Fig. 1: signal wires on met2
Scale bar: 20 µm. Cells faint in the background.
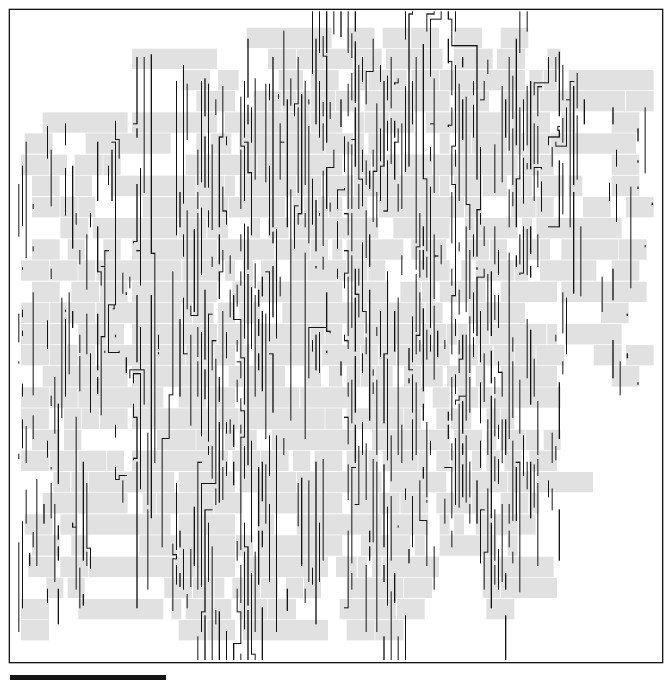
Fig. 2: met1 routing
Scale bar: 20 µm. Supply wires on this layer in gray. Cells faint in the background.
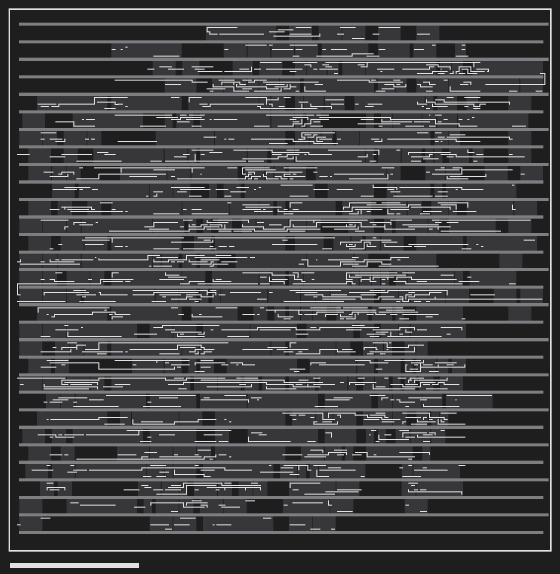
Fig. 3: congestion heat map
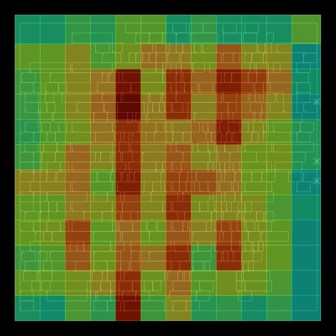
<file path="src/rtl/dac_share_arbiter.sv">
// Two-source arbiter that shares one SPI DAC writer: latches one pending sample per source and
// sequences start/busy/done plus a minimum inter-frame gap. `DAC_ARB_FIXED_PRIO_EN selects fixed priority.
module dac_share_arbiter #(
  parameter int GAP_CYCLES   = 8,
  parameter int BUSY_TIMEOUT = 64,
  parameter int CNT_W        = 8
) (
  input  logic             clk,
  input  logic             reset,
  input  logic             req0_i,
  input  logic [15:0]      data0_i,
  input  logic             req1_i,
  input  logic [15:0]      data1_i,
  input  logic [1:0]       enable_i,
  input  logic             dac_busy_i,
  output logic             dac_start_o,
  output logic [15:0]      dac_data_o,
  output logic             dac_chan_o,
  output logic [1:0]       grant_o,
  output logic [CNT_W-1:0] drop0_o,
  output logic [CNT_W-1:0] drop1_o,
  output logic             timeout_o
);

  localparam int TMR_W = (BUSY_TIMEOUT > 1) ? $clog2(BUSY_TIMEOUT) : 1;
  localparam int GAP_W = (GAP_CYCLES > 1) ? $clog2(GAP_CYCLES) : 1;
  localparam logic [TMR_W-1:0] TMR_LAST = TMR_W'(BUSY_TIMEOUT - 1);
  localparam logic [GAP_W-1:0] GAP_LAST = GAP_W'(GAP_CYCLES - 1);

  typedef enum logic [2:0] {
    IDLE,
    ISSUE,
    WAIT_BUSY,
    WAIT_DONE,
    GAP
  } state_t;

  state_t            state_reg, state_next;
  logic [1:0]        req_vec;
  logic [15:0]       data_vec [2];
  logic [1:0]        pend_reg;
  logic [15:0]       smp_reg [2];
  logic [CNT_W-1:0]  drop_reg [2];
  logic [1:0]        take;
  logic              win;
  logic [15:0]       data_reg, data_next;
  logic              chan_reg, chan_next;
  logic              start_reg, start_next;
  logic [1:0]        grant_reg, grant_next;
  logic [TMR_W-1:0]  timer_reg, timer_next;
  logic [GAP_W-1:0]  gap_reg, gap_next;
  logic              timeout_reg, timeout_next;
`ifndef DAC_ARB_FIXED_PRIO_EN
  logic              last_reg, last_next;
`endif

  assign req_vec     = {req1_i, req0_i};
  assign data_vec[0] = data0_i;
  assign data_vec[1] = data1_i;

  // A request arriving while the same source is being granted refills the slot without a drop.
  always_ff @(posedge clk) begin
    if (reset) begin
      pend_reg <= '0;
      for (int i = 0; i < 2; i++) begin
        smp_reg[i]  <= '0;
        drop_reg[i] <= '0;
      end
    end else begin
      for (int i = 0; i < 2; i++) begin
        if (!enable_i[i]) begin
          pend_reg[i] <= 1'b0;
        end else if (req_vec[i]) begin
          smp_reg[i]  <= data_vec[i];
          pend_reg[i] <= 1'b1;
          if (pend_reg[i] && !take[i] && (drop_reg[i] != '1))
            drop_reg[i] <= drop_reg[i] + CNT_W'(1);
        end else if (take[i]) begin
          pend_reg[i] <= 1'b0;
        end
      end
    end
  end

  always_ff @(posedge clk) begin
    if (reset) begin
      state_reg   <= IDLE;
      data_reg    <= '0;
      chan_reg    <= 1'b0;
      start_reg   <= 1'b0;
      grant_reg   <= '0;
      timer_reg   <= '0;
      gap_reg     <= '0;
      timeout_reg <= 1'b0;
`ifndef DAC_ARB_FIXED_PRIO_EN
      last_reg    <= 1'b1;
`endif
    end else begin
      state_reg   <= state_next;
      data_reg    <= data_next;
      chan_reg    <= chan_next;
      start_reg   <= start_next;
      grant_reg   <= grant_next;
      timer_reg   <= timer_next;
      gap_reg     <= gap_next;
      timeout_reg <= timeout_next;
`ifndef DAC_ARB_FIXED_PRIO_EN
      last_reg    <= last_next;
`endif
    end
  end

  always_comb begin
    state_next   = state_reg;
    data_next    = data_reg;
    chan_next    = chan_reg;
    start_next   = 1'b0;
    grant_next   = 2'b00;
    timer_next   = timer_reg;
    gap_next     = gap_reg;
    timeout_next = timeout_reg;
    take         = 2'b00;
    win          = 1'b0;
`ifndef DAC_ARB_FIXED_PRIO_EN
    last_next    = last_reg;
`endif
    case (state_reg)
      IDLE: begin
        if (|pend_reg) begin
`ifdef DAC_ARB_FIXED_PRIO_EN
          win = ~pend_reg[0];
`else
          win       = (&pend_reg) ? ~last_reg : pend_reg[1];
          last_next = win;
`endif
          take       = win ? 2'b10 : 2'b01;
          data_next  = smp_reg[win];
          chan_next  = win;
          start_next = 1'b1;
          grant_next = take;
          state_next = ISSUE;
        end
      end
      ISSUE: begin
        timer_next = '0;
        state_next = WAIT_BUSY;
      end
      WAIT_BUSY: begin
        if (dac_busy_i) begin
          state_next = WAIT_DONE;
        end else if (timer_reg == TMR_LAST) begin
          timeout_next = 1'b1;
          gap_next     = '0;
          state_next   = GAP;
        end else begin
          timer_next = timer_reg + TMR_W'(1);
        end
      end
      WAIT_DONE: begin
        if (!dac_busy_i) begin
          gap_next   = '0;
          state_next = GAP;
        end
      end
      GAP: begin
        if (gap_reg == GAP_LAST) state_next = IDLE;
        else                     gap_next   = gap_reg + GAP_W'(1);
      end
      default: state_next = IDLE;
    endcase
  end

  assign dac_start_o = start_reg;
  assign dac_data_o  = data_reg;
  assign dac_chan_o  = chan_reg;
  assign grant_o     = grant_reg;
  assign drop0_o     = drop_reg[0];
  assign drop1_o     = drop_reg[1];
  assign timeout_o   = timeout_reg;

endmodule

</file>
<file path="config.mk">
export PLATFORM = sky130hd
export DESIGN_NAME = dac_share_arbiter
export DESIGN_NICKNAME = d
export VERILOG_FILES = /design/src/rtl/dac_share_arbiter.sv
export SDC_FILE = /design/constraint.sdc
export NUM_CORES = 1
export LEC_CHECK = 0
export CAP_MARGIN = 20
export CORE_UTILIZATION = 55
export DETAILED_ROUTE_END_ITERATION = 10
export PLACE_DENSITY = 0.93
export SLEW_MARGIN = 25
export SYNTH_ARGS = -nofsm -noshare
export SYNTH_HDL_FRONTEND = slang
export SYNTH_SLANG_ARGS = --single-unit
</file>
<file path="constraint.sdc">
create_clock -name clk -period 4.7 [get_ports clk]
set_input_delay 0.94 -clock clk [delete_from_list [all_inputs] [get_ports clk]]
set_output_delay 0.94 -clock clk [all_outputs]
set_load 0.01 [all_outputs]
</file>
==> impl_metrics.yaml <==
# synthesis and place-and-route metrics
synth:
  ys_sh_mux_pct: 4.62
  synth_nets: 363
  ys_sh_simple_pct: 18.3
pwr:
  power_leakage_nw: 1.64
  p_seq_uw: 865
  maxPowerGroup: "registers"
  p_per_area_nw_per_um2: 331
  pwr-share-seq_pct: 56.5
  pg_comb_uw: 198
  p_clk_uw: 468
timing:
  finalSetupViolCount: 0
  skew_ns: 0.00557
  worst_pin_slew_ns: 0.970
clock_network:
  clk_path_buf_depth: 2
  post_cts_resized: 0
  postCtsHoldBufs: 0
  cts_sinks: 84
  cts_setup_buffers: 0
  insertion_delay_ns: 0.35
  tritoncts: "built"
final_layout:
  regArea_um2: 2160
  finalNonFillerCells: 471
  syn_to_final_growth_pct: 25.7
setup_path:
  path_buffers: 1
  worst-path-stages: 4
place:
  finalWeightedCongestion: 0.815
  io_buffers: 75
die:
  rows: 29
  die_width_um: 83.8
  core_um2: 6420
detailed_routing:
  drc_errors: 6
  dr.pass1.iters: 7
job:
  tool_warnings: 26
run_status:
  violations: "design-rule violations"
  status: "finished, violations left"
hold_path:
  holdPathStages: 2
Back to the opening pictures, Fig. 1:
The layer holds 52% of the routed length. The wires run mostly vertical. The layer carries 3840 µm of wire. 381 nets have wire on it. The longest straight run is 29.6 µm.

Back to the opening pictures, Fig. 2:
The wires run mostly horizontal. 390 nets have wire on it. The longest straight run is 23.9 µm.
Vias: 2664
M1 GR Usage: 26.1%
Detailed Route WL: 7370 µm

Back to the opening pictures, Fig. 3:
Util after Layout: 72.0%
GR Util met2: 38.9%
met3 Use GR: 5.44%

tightest hold or removal path, stage by stage, from the launching register on:
cell	delay, ns
dfxtp_1	0.34
a31oi_1	0.04
nor2_1	0.07
layer usage:
| layer | track usage [%] | up-vias | routed length [µm] |
|---|---|---|---|
| met1 | 26.1 | 1277 | 3030 |
| met5 | 0 | - | 0 |
| met3 | 5.44 | 12 | 394 |
| met2 | 38.9 | 89 | 3840 |
| li1 | - | 1286 | - |
| met4 | 9.25 | 0 | 110 |
cell type report:
| type | instances | area share [%] |
|---|---|---|
| flip-flops and latches | 84 | 46.7 |
| multi-input cells | 213 | 30.6 |
| repair buffers | 76 | 16.4 |
| clock buffers | 14 | 3.54 |
| well taps | 77 | 2.08 |
| inverters | 5 | 0.406 |
| clock inverters | 2 | 0.216 |
metrics by stage:
stage	area (µm²)	setup slack (ns)
after floorplan	3680	2.41
after global placement	4450	1.77
after detailed placement	4450	1.73
after CTS	4630	2.10
after global routing	4630	1.97
final	4630	2.09
synth_stat cells, types with 3 or more instances:
cell / n / share of area [%]
inv_1: 5 / 0.51
nand3_1: 6 / 0.82
nand2b_1: 7 / 1.2
nor2b_1: 4 / 0.68
edfxtp_1: 48 / 39
mux2i_1: 17 / 4.6
xor2_1: 8 / 1.9
dfxtp_1: 36 / 20
ha_1: 5 / 1.7
a21boi_1: 3 / 0.61
nor2_1: 27 / 2.8
or2_2: 3 / 0.51
nor3b_1: 3 / 0.61
o21ai_0: 10 / 1.4
xnor2_1: 5 / 1.2
nand2_1: 12 / 1.2
a21oi_1: 20 / 2.7
clkbuf_1: 7 / 0.71
and2_1: 34 / 5.8
buf_2: 6 / 0.82
and3_1: 4 / 0.68
a211oi_1: 17 / 3.5
nand4_1: 6 / 1.0
Power is estimated from default activity; no workload was simulated.
